===== config.mk =====
export PLATFORM = sky130hd
export DESIGN_NAME = dff_bank_arbiter
export DESIGN_NICKNAME = d
export VERILOG_FILES = /design/src/rtl/dff_bank_pkg.sv /design/src/rtl/dff_bank_arbiter_settle_timer.sv /design/src/rtl/dff_bank_arbiter.sv
export SDC_FILE = /design/constraint.sdc
export NUM_CORES = 1
export LEC_CHECK = 0
export ABC_AREA = 0
export ABC_CLOCK_PERIOD_IN_PS = 3250
export CAP_MARGIN = 20
export CORE_UTILIZATION = 33
export DETAILED_ROUTE_END_ITERATION = 16
export PLACE_DENSITY = 0.64
export SYNTH_ARGS = -nofsm -noshare
export SYNTH_HDL_FRONTEND = slang
export SYNTH_HIERARCHICAL = 1
export SYNTH_SLANG_ARGS = --single-unit
export TNS_END_PERCENT = 10

===== constraint.sdc =====
create_clock -name clock -period 3.25 [get_ports clock]
set_input_delay 0.975 -clock clock [delete_from_list [all_inputs] [get_ports clock]]
set_output_delay 0.975 -clock clock [all_outputs]
set_load 0.05 [all_outputs]

===== src/rtl/dff_bank_pkg.sv =====
// rtl/dff_bank_pkg.sv - shared types and constants for the DFF bank arbiter
// Contents: FSM state encoding, requester IDs, settle-count ceiling.
package dff_bank_pkg;

   typedef enum logic [2:0] {
      ST_IDLE   = 3'd0,
      ST_GRANT  = 3'd1,
      ST_WRITE  = 3'd2,
      ST_SETTLE = 3'd3,
      ST_CHECK  = 3'd4
   } state_t;

   localparam logic REQ0 = 1'b0;
   localparam logic REQ1 = 1'b1;

   // Largest settle count the 4-bit timer can hold.
   localparam int SETTLE_MAX = 15;

endpackage


===== src/rtl/dff_bank_arbiter_settle_timer.sv =====
// rtl/dff_bank_arbiter_settle_timer.sv - 4-bit load/decrement settle counter
// Ports:
//   clock, clear    : system clock, asynchronous active-low reset
//   load, load_val  : load the counter with load_val (wins over dec)
//   dec             : decrement by one, holding at zero
//   expire          : high during the last counted cycle (count == 1)
module settle_timer (
   input  logic       clock,
   input  logic       clear,
   input  logic       load,
   input  logic [3:0] load_val,
   input  logic       dec,
   output logic       expire
);

   logic [3:0] count;

   always_ff @(posedge clock or negedge clear) begin
      if (!clear) begin
         count <= 4'd0;
      end else if (load) begin
         count <= load_val;
      end else if (dec && (count != 4'd0)) begin
         count <= count - 4'd1;
      end
   end

   // Flagging at one rather than zero lets a load of N yield exactly N
   // counted cycles before the owner moves on.
   assign expire = (count == 4'd1);

endmodule


===== src/rtl/dff_bank_arbiter.sv =====
// rtl/dff_bank_arbiter.sv - round-robin arbiter sharing one DFF register bank
// Ports:
//   clock, clear        : system clock, asynchronous active-low reset
//   req0/data0          : requester 0 write request (level) and data
//   req1/data1          : requester 1 write request (level) and data
//   gnt0/gnt1           : bank ownership, GRANT through CHECK
//   done0/done1         : one-cycle completion pulse in CHECK
//   bank_d/bank_we      : bank D inputs and one-cycle load enable
//   bank_q              : bank Q outputs for readback
//   busy                : high whenever not IDLE
//   verify_err          : one-cycle pulse in CHECK when readback mismatches
module dff_bank_arbiter
   import dff_bank_pkg::*;
#(
   parameter int WIDTH         = 4,
   parameter int SETTLE_CYCLES = 2   // legal range 1..SETTLE_MAX
) (
   input  logic             clock,
   input  logic             clear,
   input  logic             req0,
   input  logic [WIDTH-1:0] data0,
   input  logic             req1,
   input  logic [WIDTH-1:0] data1,
   output logic             gnt0,
   output logic             gnt1,
   output logic             done0,
   output logic             done1,
   output logic [WIDTH-1:0] bank_d,
   output logic             bank_we,
   input  logic [WIDTH-1:0] bank_q,
   output logic             busy,
   output logic             verify_err
);

   localparam logic [3:0] SETTLE_LOAD = SETTLE_CYCLES[3:0];

   state_t           state_q, state_d;
   logic             winner_q;
   logic             ptr_q;
   logic [WIDTH-1:0] hold_q;
   logic             take;
   logic             pick;
   logic             winner_req;
   logic             expire;

   // Pointer only breaks ties; a lone requester always wins.
   assign pick       = (req0 && req1) ? ptr_q : (req1 ? REQ1 : REQ0);
   assign winner_req = (winner_q == REQ1) ? req1 : req0;

   always_comb begin
      state_d = state_q;
      take    = 1'b0;
      case (state_q)
         ST_IDLE: begin
            if (req0 || req1) begin
               take    = 1'b1;
               state_d = ST_GRANT;
            end
         end
         ST_GRANT:  state_d = winner_req ? ST_WRITE : ST_IDLE;
         ST_WRITE:  state_d = ST_SETTLE;
         ST_SETTLE: if (expire) state_d = ST_CHECK;
         ST_CHECK:  state_d = ST_IDLE;
         default:   state_d = ST_IDLE;
      endcase
   end

   always_ff @(posedge clock or negedge clear) begin
      if (!clear) begin
         state_q  <= ST_IDLE;
         winner_q <= REQ0;
         ptr_q    <= REQ0;
         hold_q   <= '0;
      end else begin
         state_q <= state_d;
         if (take) begin
            winner_q <= pick;
            hold_q   <= (pick == REQ1) ? data1 : data0;
         end
         // Only a completed transaction advances the pointer; an abandon
         // in GRANT leaves it where it was.
         if (state_q == ST_CHECK) begin
            ptr_q <= ~winner_q;
         end
      end
   end

   settle_timer u_settle_timer (
      .clock    (clock),
      .clear    (clear),
      .load     (state_q == ST_WRITE),
      .load_val (SETTLE_LOAD),
      .dec      (state_q == ST_SETTLE),
      .expire   (expire)
   );

   assign busy       = (state_q != ST_IDLE);
   assign gnt0       = busy && (winner_q == REQ0);
   assign gnt1       = busy && (winner_q == REQ1);
   assign bank_d     = busy ? hold_q : '0;
   assign bank_we    = (state_q == ST_WRITE);
   assign done0      = (state_q == ST_CHECK) && (winner_q == REQ0);
   assign done1      = (state_q == ST_CHECK) && (winner_q == REQ1);
   assign verify_err = (state_q == ST_CHECK) && (bank_q != hold_q);

endmodule

drive_strength.png
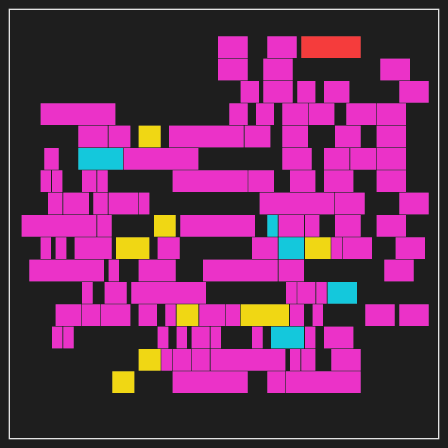
Key: cyan = drive 2 [cells 5]; red = drive 6 and up [cells 1]; magenta = drive 1 or less [cells 104]; yellow = drive 3 to 4 [cells 8]
Design Area, Final: 1170 µm²
Buffers, non-clock: 27

final_congestion.png
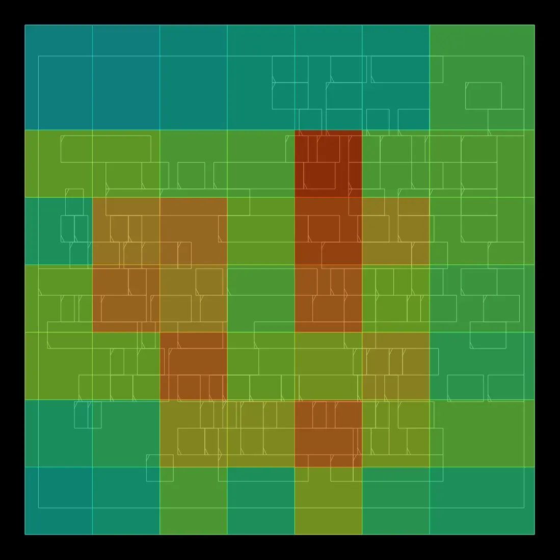
met3 GRT Util: 3.22%
GRT met1 Usage: 18.4%
GRT Max-Usage Layer: met2
M2 GR Usage: 26.3%
total global routing track utilization: 15.4%

==> qor.csv <==
stage,metric,value,unit
power,clockPowerShare,9.6,%
final_layout,fillers,224,
hold_path,worstHoldEndpoint,ptr_q,
clock_network,clock_latency,270,ps
detailed_routing,drc,0,
synthesis,synth_flops,13,
critical_path,worst-r2r-cell-count,5,
synthesis,simple_gate_share,24.4,%
clock_network,post_cts_resized,0,
grt,antenna_found_initial,0,
power,p_int,0.548,mW
synthesis,area_leaders,"dfrtp_1, a2bb2oi_1, o32ai_1",
placed_design,hpwl,1.45,mm
clock_network,clockRootBuffer,clkbuf_4,
floorplanning,dieArea,2720,µm²
power,p_per_area,876,nW/µm²
timing,holdWs,543,ps
timing,maxSlewViolCount,0,
timing,worst_pin_slew,589,ps
floorplanning,coreArea,2300,µm²
placed_design,dp_slack,227,ps
critical_path,critPathMaxFanout,8,
placed_design,place_congestion,0.704,
final_layout,final_cells,146,
clock_network,path_clk_slew,80,ps
critical_path,path_class,register to output port,
detailed_routing,drt-initial-drc-count,9,
final_layout,num_antenna_cells,0,
final_layout,reg_top3,"hold_q (4), u_settle_timer/count (4), state_q (3)",
placed_design,port_buffers,26,
critical_path,r2r_setup_slack,1450,ps
run_status,status,"finished, final reports clean",
floorplanning,num_io_pins,27,
detailed_routing,routed-via-count,729,
critical_path,crit_family,buffers and inverters,
detailed_routing,firstDrtPassIters,4,
power,p_comb_share,59.2,%
final_layout,drive_above_1_share,11.9,%
synthesis,async_flop_share,100,%
critical_path,crit_end,bank_d[3],
floorplanning,die_y,52.1,µm
clock_network,cts_buffers,3,
critical_path,crit_buf_inv,2,
timing,period_minus_slack,3040,ps
hold_path,hold_depth,2,
synthesis,yosysWarnings,6,
detailed_routing,wl_per_cell,12.5,µm
critical_path,max_stage_delay,700,ps
clock_network,htree_num_levels,1,
final_layout,nNetsFinal,137,
critical_path,slowest_stage,clkdlybuf4s50_1,
floorplanning,fp_util,36.1,%
grt,grt_pass1_vias,737,
timing,rsz0062_at_grt,false,
grt,grt_start_max_net_pins,14,
detailed_routing,ant_nets,0,
placed_design,dp.cells,142,
detailed_routing,routed_via_density,4.99,
flow_run,warning_count,27,
flow_run,drv_cap,0,
synthesis,yosys-top-cells-count,"dfrtp_1, inv_1, nor2_1, and2_1, nand2_1",
power,p_leak,0.482,nW
critical_path,crit_required,2270,ps
critical_path,endpoint_kind,output port,
power,switching_share,46.3,%
synthesis,synthFlopType,dfrtp_1,
timing,setup_tns,0,ps
detailed_routing,m1WireLength,867,µm
clock_network,cts_tree,yes,
layout make-up:
type / count / area [µm²] / share of cell area (%)
clock buffers: 4 / 26.3 / 2.25
inverters: 7 / 26.3 / 2.25
multi-input cells: 67 / 478 / 41.0
flip-flops and latches: 13 / 325 / 27.9
well taps: 28 / 35.0 / 3.00
repair buffers: 27 / 275 / 23.6
layout by cell type, fill, tap and decap left out, drive strengths merged, types with 5 or more instances in the layout:
master / count
and2: 6
clkdlybuf4s50: 24
nor2: 6
a21oi: 5
nand2: 5
dfrtp: 13
inv: 7
power groups by stage:
stage                     logic [mW]  clock network [mW]  registers [mW]
after floorplan                0.459                   0           0.301
after global placement         0.600                   0           0.319
after detailed placement       0.611                   0           0.323
after CTS                      0.612               0.103           0.320
after global routing           0.660               0.112           0.331
final                          0.605              0.0979           0.319
No activity file was given, so power comes from the tool's default toggle rates.
